File: config.mk
export PLATFORM = sky130hd
export DESIGN_NAME = pipe_stage_reg_flat
export DESIGN_NICKNAME = d
export VERILOG_FILES = /design/src/rtl/pipe_stage_reg_if.sv /design/src/rtl/pipe_stage_reg.sv /design/src/flat_wrapper.sv
export SDC_FILE = /design/constraint.sdc
export NUM_CORES = 1
export LEC_CHECK = 0
export CORE_MARGIN = 1
export CORE_UTILIZATION = 54
export DETAILED_ROUTE_END_ITERATION = 10
export HOLD_SLACK_MARGIN = 0.15
export PLACE_DENSITY = 0.85
export SLEW_MARGIN = 20
export SYNTH_ARGS = -nofsm -noshare
export SYNTH_HDL_FRONTEND = slang
export SYNTH_SLANG_ARGS = --single-unit
File: constraint.sdc
create_clock -name CLK -period 3.5 [get_ports CLK]
set_input_delay 0.35 -clock CLK [delete_from_list [all_inputs] [get_ports CLK]]
set_output_delay 0.35 -clock CLK [all_outputs]
set_load 0.1 [all_outputs]
File: src/rtl/pipe_stage_reg_if.sv
// rtl/pipe_stage_reg_if.sv - valid/ready handshake bundle for an elastic pipeline stage
interface pipe_stage_reg_if #(
    parameter int DATA_W = 32
);
    logic              in_valid;
    logic              in_ready;
    logic [DATA_W-1:0] in_data;
    logic              out_valid;
    logic              out_ready;
    logic [DATA_W-1:0] out_data;

    // slave: the stage itself; master: the surrounding upstream/downstream logic
    modport slave (
        input  in_valid,
        input  in_data,
        input  out_ready,
        output in_ready,
        output out_valid,
        output out_data
    );

    modport master (
        output in_valid,
        output in_data,
        output out_ready,
        input  in_ready,
        input  out_valid,
        input  out_data
    );
endinterface

File: src/rtl/pipe_stage_reg.sv
// rtl/pipe_stage_reg.sv - elastic pipeline stage register with skid buffer, hold, flush and perf counters
module pipe_stage_reg #(
    parameter int                 DATA_W     = 32,
    parameter logic [DATA_W-1:0]  FLUSH_DATA = '0,
    parameter int                 CNT_W      = 16
) (
    input  logic             CLK,
    input  logic             RST,
    pipe_stage_reg_if.slave  bus,
    input  logic             hold,
    input  logic             flush,
    output logic [1:0]       occupancy,
    output logic [CNT_W-1:0] stall_cnt,
    output logic [CNT_W-1:0] bubble_cnt
);

    // Encoding doubles as the occupancy count.
    typedef enum logic [1:0] {
        EMPTY = 2'd0,
        ONE   = 2'd1,
        FULL  = 2'd2
    } state_t;

    state_t             state_q, state_d;
    logic [DATA_W-1:0]  main_q, main_d;
    logic [DATA_W-1:0]  skid_q, skid_d;
    logic [CNT_W-1:0]   stall_q, stall_d;
    logic [CNT_W-1:0]   bubble_q, bubble_d;

    logic acc;
    logic pop;
    logic stall_inc;
    logic bubble_inc;

    // Ready is a function of registered state and hold only, so out_ready never reaches in_ready.
    assign bus.in_ready  = (state_q != FULL) && !hold;
    assign bus.out_valid = (state_q != EMPTY) && !hold;
    assign bus.out_data  = main_q;
    assign occupancy     = state_q;
    assign stall_cnt     = stall_q;
    assign bubble_cnt    = bubble_q;

    assign acc = bus.in_valid && bus.in_ready;
    assign pop = bus.out_valid && bus.out_ready;

    assign stall_inc  = (state_q != EMPTY) && (hold || !bus.out_ready) && !flush;
    assign bubble_inc = (state_q == EMPTY) && !hold && !flush;

    always_comb begin
        state_d = state_q;
        main_d  = main_q;
        skid_d  = skid_q;
        if (flush) begin
            state_d = EMPTY;
            main_d  = FLUSH_DATA;
        end else begin
            unique case (state_q)
                EMPTY: begin
                    if (acc) begin
                        main_d  = bus.in_data;
                        state_d = ONE;
                    end
                end
                ONE: begin
                    if (acc && pop) begin
                        main_d = bus.in_data;
                    end else if (acc) begin
                        skid_d  = bus.in_data;
                        state_d = FULL;
                    end else if (pop) begin
                        state_d = EMPTY;
                    end
                end
                FULL: begin
                    if (pop) begin
                        main_d  = skid_q;
                        state_d = ONE;
                    end
                end
                default: state_d = EMPTY;
            endcase
        end
    end

    always_comb begin
        stall_d  = stall_q;
        bubble_d = bubble_q;
        if (stall_inc && (stall_q != {CNT_W{1'b1}})) begin
            stall_d = stall_q + 1'b1;
        end
        if (bubble_inc && (bubble_q != {CNT_W{1'b1}})) begin
            bubble_d = bubble_q + 1'b1;
        end
    end

    always_ff @(posedge CLK) begin
        if (RST) begin
            state_q  <= EMPTY;
            main_q   <= '0;
            skid_q   <= '0;
            stall_q  <= '0;
            bubble_q <= '0;
        end else begin
            state_q  <= state_d;
            main_q   <= main_d;
            skid_q   <= skid_d;
            stall_q  <= stall_d;
            bubble_q <= bubble_d;
        end
    end

endmodule

File: src/flat_wrapper.sv
// flat-port wrapper written by rule: the top's interface ports become plain ports
module pipe_stage_reg_flat 
#(
    parameter int                 DATA_W     = 32,
    parameter logic [DATA_W-1:0]  FLUSH_DATA = '0,
    parameter int                 CNT_W      = 16
)
  (CLK, RST, hold, flush, occupancy, stall_cnt, bubble_cnt, bus_in_valid, bus_in_data, bus_out_ready, bus_in_ready, bus_out_valid, bus_out_data);
  pipe_stage_reg_if #(.DATA_W(DATA_W)) bus_i ();
  input  logic CLK;
  input  logic RST;
  input  logic hold;
  input  logic flush;
  output logic [1:0] occupancy;
  output logic [CNT_W-1:0] stall_cnt;
  output logic [CNT_W-1:0] bubble_cnt;
  input wire logic [$bits(bus_i.in_valid)-1:0] bus_in_valid;
  input wire logic [$bits(bus_i.in_data)-1:0] bus_in_data;
  input wire logic [$bits(bus_i.out_ready)-1:0] bus_out_ready;
  output wire logic [$bits(bus_i.in_ready)-1:0] bus_in_ready;
  output wire logic [$bits(bus_i.out_valid)-1:0] bus_out_valid;
  output wire logic [$bits(bus_i.out_data)-1:0] bus_out_data;
  assign bus_i.in_valid = bus_in_valid;
  assign bus_i.in_data = bus_in_data;
  assign bus_i.out_ready = bus_out_ready;
  assign bus_in_ready = bus_i.in_ready;
  assign bus_out_valid = bus_i.out_valid;
  assign bus_out_data = bus_i.out_data;
  pipe_stage_reg #(.DATA_W(DATA_W), .FLUSH_DATA(FLUSH_DATA), .CNT_W(CNT_W)) u_core (.CLK(CLK), .RST(RST), .bus(bus_i), .hold(hold), .flush(flush), .occupancy(occupancy), .stall_cnt(stall_cnt), .bubble_cnt(bubble_cnt));
endmodule
**Register map, names as in the netlist**

The bar under the picture is 20 µm long.
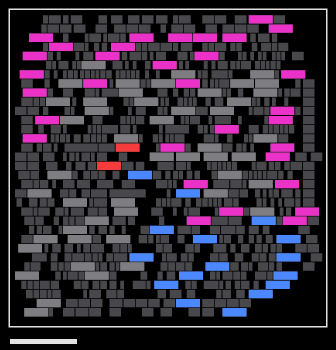
[u_core.bus.out_data] magenta | sequential cells: 32
[u_core.bubble_cnt] blue | sequential cells: 16
[u_core.occupancy] red | sequential cells: 2
not colored: 48

**Pin map**

The bar under the picture is 20 µm long. Pins as bars across the die edge, other pins in gray.
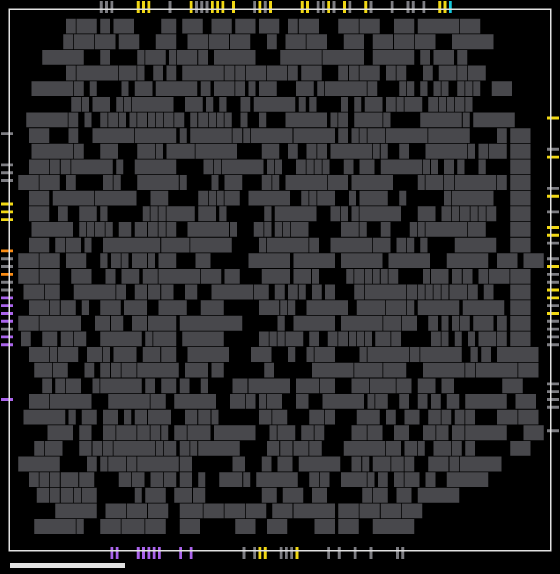
[CLK] cyan | pins: 1 | direction: input | edge: top
[stall_cnt] purple | pins: 16 | direction: output | edge: 9 bottom, 7 left
[occupancy] orange | pins: 2 | direction: output | edge: left
[bus_in_data] yellow | pins: 32 | direction: input | edge: 17 top, 9 right, 3 left, 3 bottom
all pins by edge: 36 top, 26 right, 23 bottom, 21 left
Port Buf Inserts: 105
die width: 93.93 µm

==> impl_metrics.py <==
# Physical implementation metrics
metrics = {
    "floorplan": {
        "core-area_um2": 8217,
        "die_area_um2": 8822,
        "initial_core_util_pct": 55.54,
        "taps": 105,
        "num_io_pins": 106,
    },
    "routing": {
        "drc_errors": 0,
        "ant_nets": 0,
        "drt-total-wl_mm": 11.92,
        "vias": 4605,
        "drt-pass1-iter-count": 6,
        "via_per_inst": 5.965,
    },
    "final_timing": {
        "slew_violations": 0,
        "setup_viol": 0,
        "relSlewSlack_pct": 32.87,
        "rsz0062_at_grt": "false",
        "hold_viol_final": 0,
        "worst_slack_ps": 1084,
        "whs_ps": 460.3,
        "timing.fmax_ghz": 0.4139,
        "final.period_utilization_pct": 69.03,
        "finalSetupTns_ps": 0,
        "worst_pin_slew_ps": 1004,
        "period_needed_ps": 2416,
    },
    "critical_path": {
        "end_kind": "output pin",
        "cp_slowest_stage_delay_ps": 1200,
        "required_ps": 3150,
        "path_buffers": 1,
        "cp_slowest_cell": "clkdlybuf4s50_1",
        "cp-endpoint": "occupancy[1]",
        "crit_type": "reg2out",
        "crit_family": "buffers and inverters",
        "r2r_cells": 4,
        "path_max_fanout": 8,
        "crit_start": "u_core.occupancy[1]",
        "crit_path_start_kind": "register",
        "path_cells": "clkdlybuf4s50_1",
        "worst-r2r-setup-slack_ps": 1240,
        "reg2reg_from": "u_core.occupancy[1]",
        "worst_ep_arrival_time_ps": 2070,
        "r2r-end": "u_core.stall_cnt[9]",
    },
    "clock_network": {
        "h-tree-depth": 3,
        "clock_latency_ps": 350,
        "clk_pin_slew_ps": 100,
        "root_buffer": "clkbuf_8",
        "numCtsBuffers": 9,
        "cts_setup_buffers": 0,
        "hold_buffers": 0,
        "cts-resized-gates": 0,
        "cts_tree": "done",
        "cts_max_path_buffers": 2,
    },
    "placed_design": {
        "place_area_um2": 5652,
        "pre_cts_ws_ps": 819.7,
        "dp_cells": 756,
        "gp_congestion": 0.7962,
    },
    "layout": {
        "nMultiInputCombCells": 434,
        "seq_share_pct": 33.45,
        "inverters": 5,
        "n_all_buffers": 114,
        "clkCellAreaFrac_pct": 3.606,
        "buf_share_pct": 19.03,
        "post-route-util_pct": 71.37,
        "stdcell_count": 772,
        "final_layout_size_suffix_gt1_share_pct": 7.496,
        "layout.area.comb_um2": 2425,
        "areaGrowthSynthToFinish_pct": 28.52,
        "flop_area_um2": 1962,
        "antennaDiodeCount": 0,
        "final.fill_count": 665,
        "nClkBuffers": 10,
        "comb_share_pct": 41.35,
        "stdcell_area_um2": 5864,
        "nets": 702,
    },
    "job": {
        "log.warning_count": 26,
        "maxCapViolCount": 0,
    },
    "synth": {
        "synth_area_um2": 4563,
        "synth_cells": 587,
        "yosys.area.top_type": "dfxtp_1",
        "synth-simple-area-share_pct": 25.99,
        "synth_seq_share_pct": 42.99,
        "synthMuxAreaShare_pct": 2.194,
        "edf_count": 0,
        "ys_top_cells_by_area": "dfxtp_1, nand2_1, a21oi_1",
        "synthFlopType": "dfxtp_1",
        "ys_sh_aoi_pct": 23.66,
        "yosys.area_share.adder_pct": 0.5484,
        "syn_nets": 627,
        "netlist-cell-type-count": 38,
        "synthTopLogicFamily": "simple AND/OR/NAND/NOR gates",
        "yosys-top-cells-count": "nand2_1, dfxtp_1, a21oi_1",
        "synth.cellmix.xorXnorShare_pct": 0,
        "most_common_cell": "nand2_1",
        "ys_cells": 587,
        "avgSynthCellArea_um2": 7.774,
        "yosys_area_um2": 4563,
        "synthDominantCellAreaShare_pct": 42.99,
    },
    "global_routing": {
        "track_usage_pct": 27.41,
        "grt_pass1_wl_mm": 19.62,
        "grt_overflow": 0,
    },
    "power_and_ir_drop": {
        "p_switching_mw": 0.5826,
        "p_seq_share_pct": 52.7,
        "internal_power_mw": 1.568,
        "share_clk_of_total_power_pct": 35.7,
        "powerComb_mw": 0.251,
        "combPwrFrac_pct": 11.7,
        "p_per_area_nw_per_um2": 366.7,
        "ir_drop_uv": 282.9,
        "power_mw": 2.151,
        "switching_share_pct": 27.09,
        "maxPowerGroup": "sequential cells",
        "cellLeakagePower_nw": 1.879,
    },
    "min_path": {
        "hold_depth": 2,
        "worstHoldStart": "u_core.skid_q[9]",
        "min_to": "u_core.skid_q[9]",
        "hold_class": "reg2reg",
    },
    "outcome": {
        "status": "complete, no violations",
    },
}
**Clock routing**

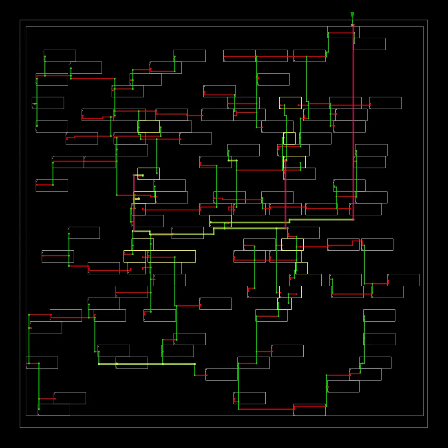
flop count: 98
clk sinks: 98
Clk. pwr: 0.767 mW

-- placed cells by master, fill, tap and decap left out, types with 2 or more instances in the layout --
master,n
nand2_1,137
clkdlybuf4s50_1,101
dfxtp_1,98
a21oi_1,84
o21ai_0,38
a211o_1,32
or4_1,15
nor2_1,14
o31ai_1,14
nand3_1,11
nand4_1,10
nor2b_1,10
nor4_1,10
clkbuf_8,10
buf_4,10
nor3_1,9
mux2_2,8
and4_1,7
inv_1,5
or3_1,4
or2_2,3
a31oi_1,3
nand2b_1,2
or4_4,2
o21a_1,2
ha_1,2
clkinvlp_4,2
buf_2,2
-- layer usage --
layer,GRT usage [%],up-vias,share of wire [%]
li1,-,2244,-
met1,36.19,2184,44
met2,46.78,162,50
met3,2.832,15,5.2
met4,8.846,0,1.5
met5,0,-,0
Power is estimated from default activity; no workload was simulated.
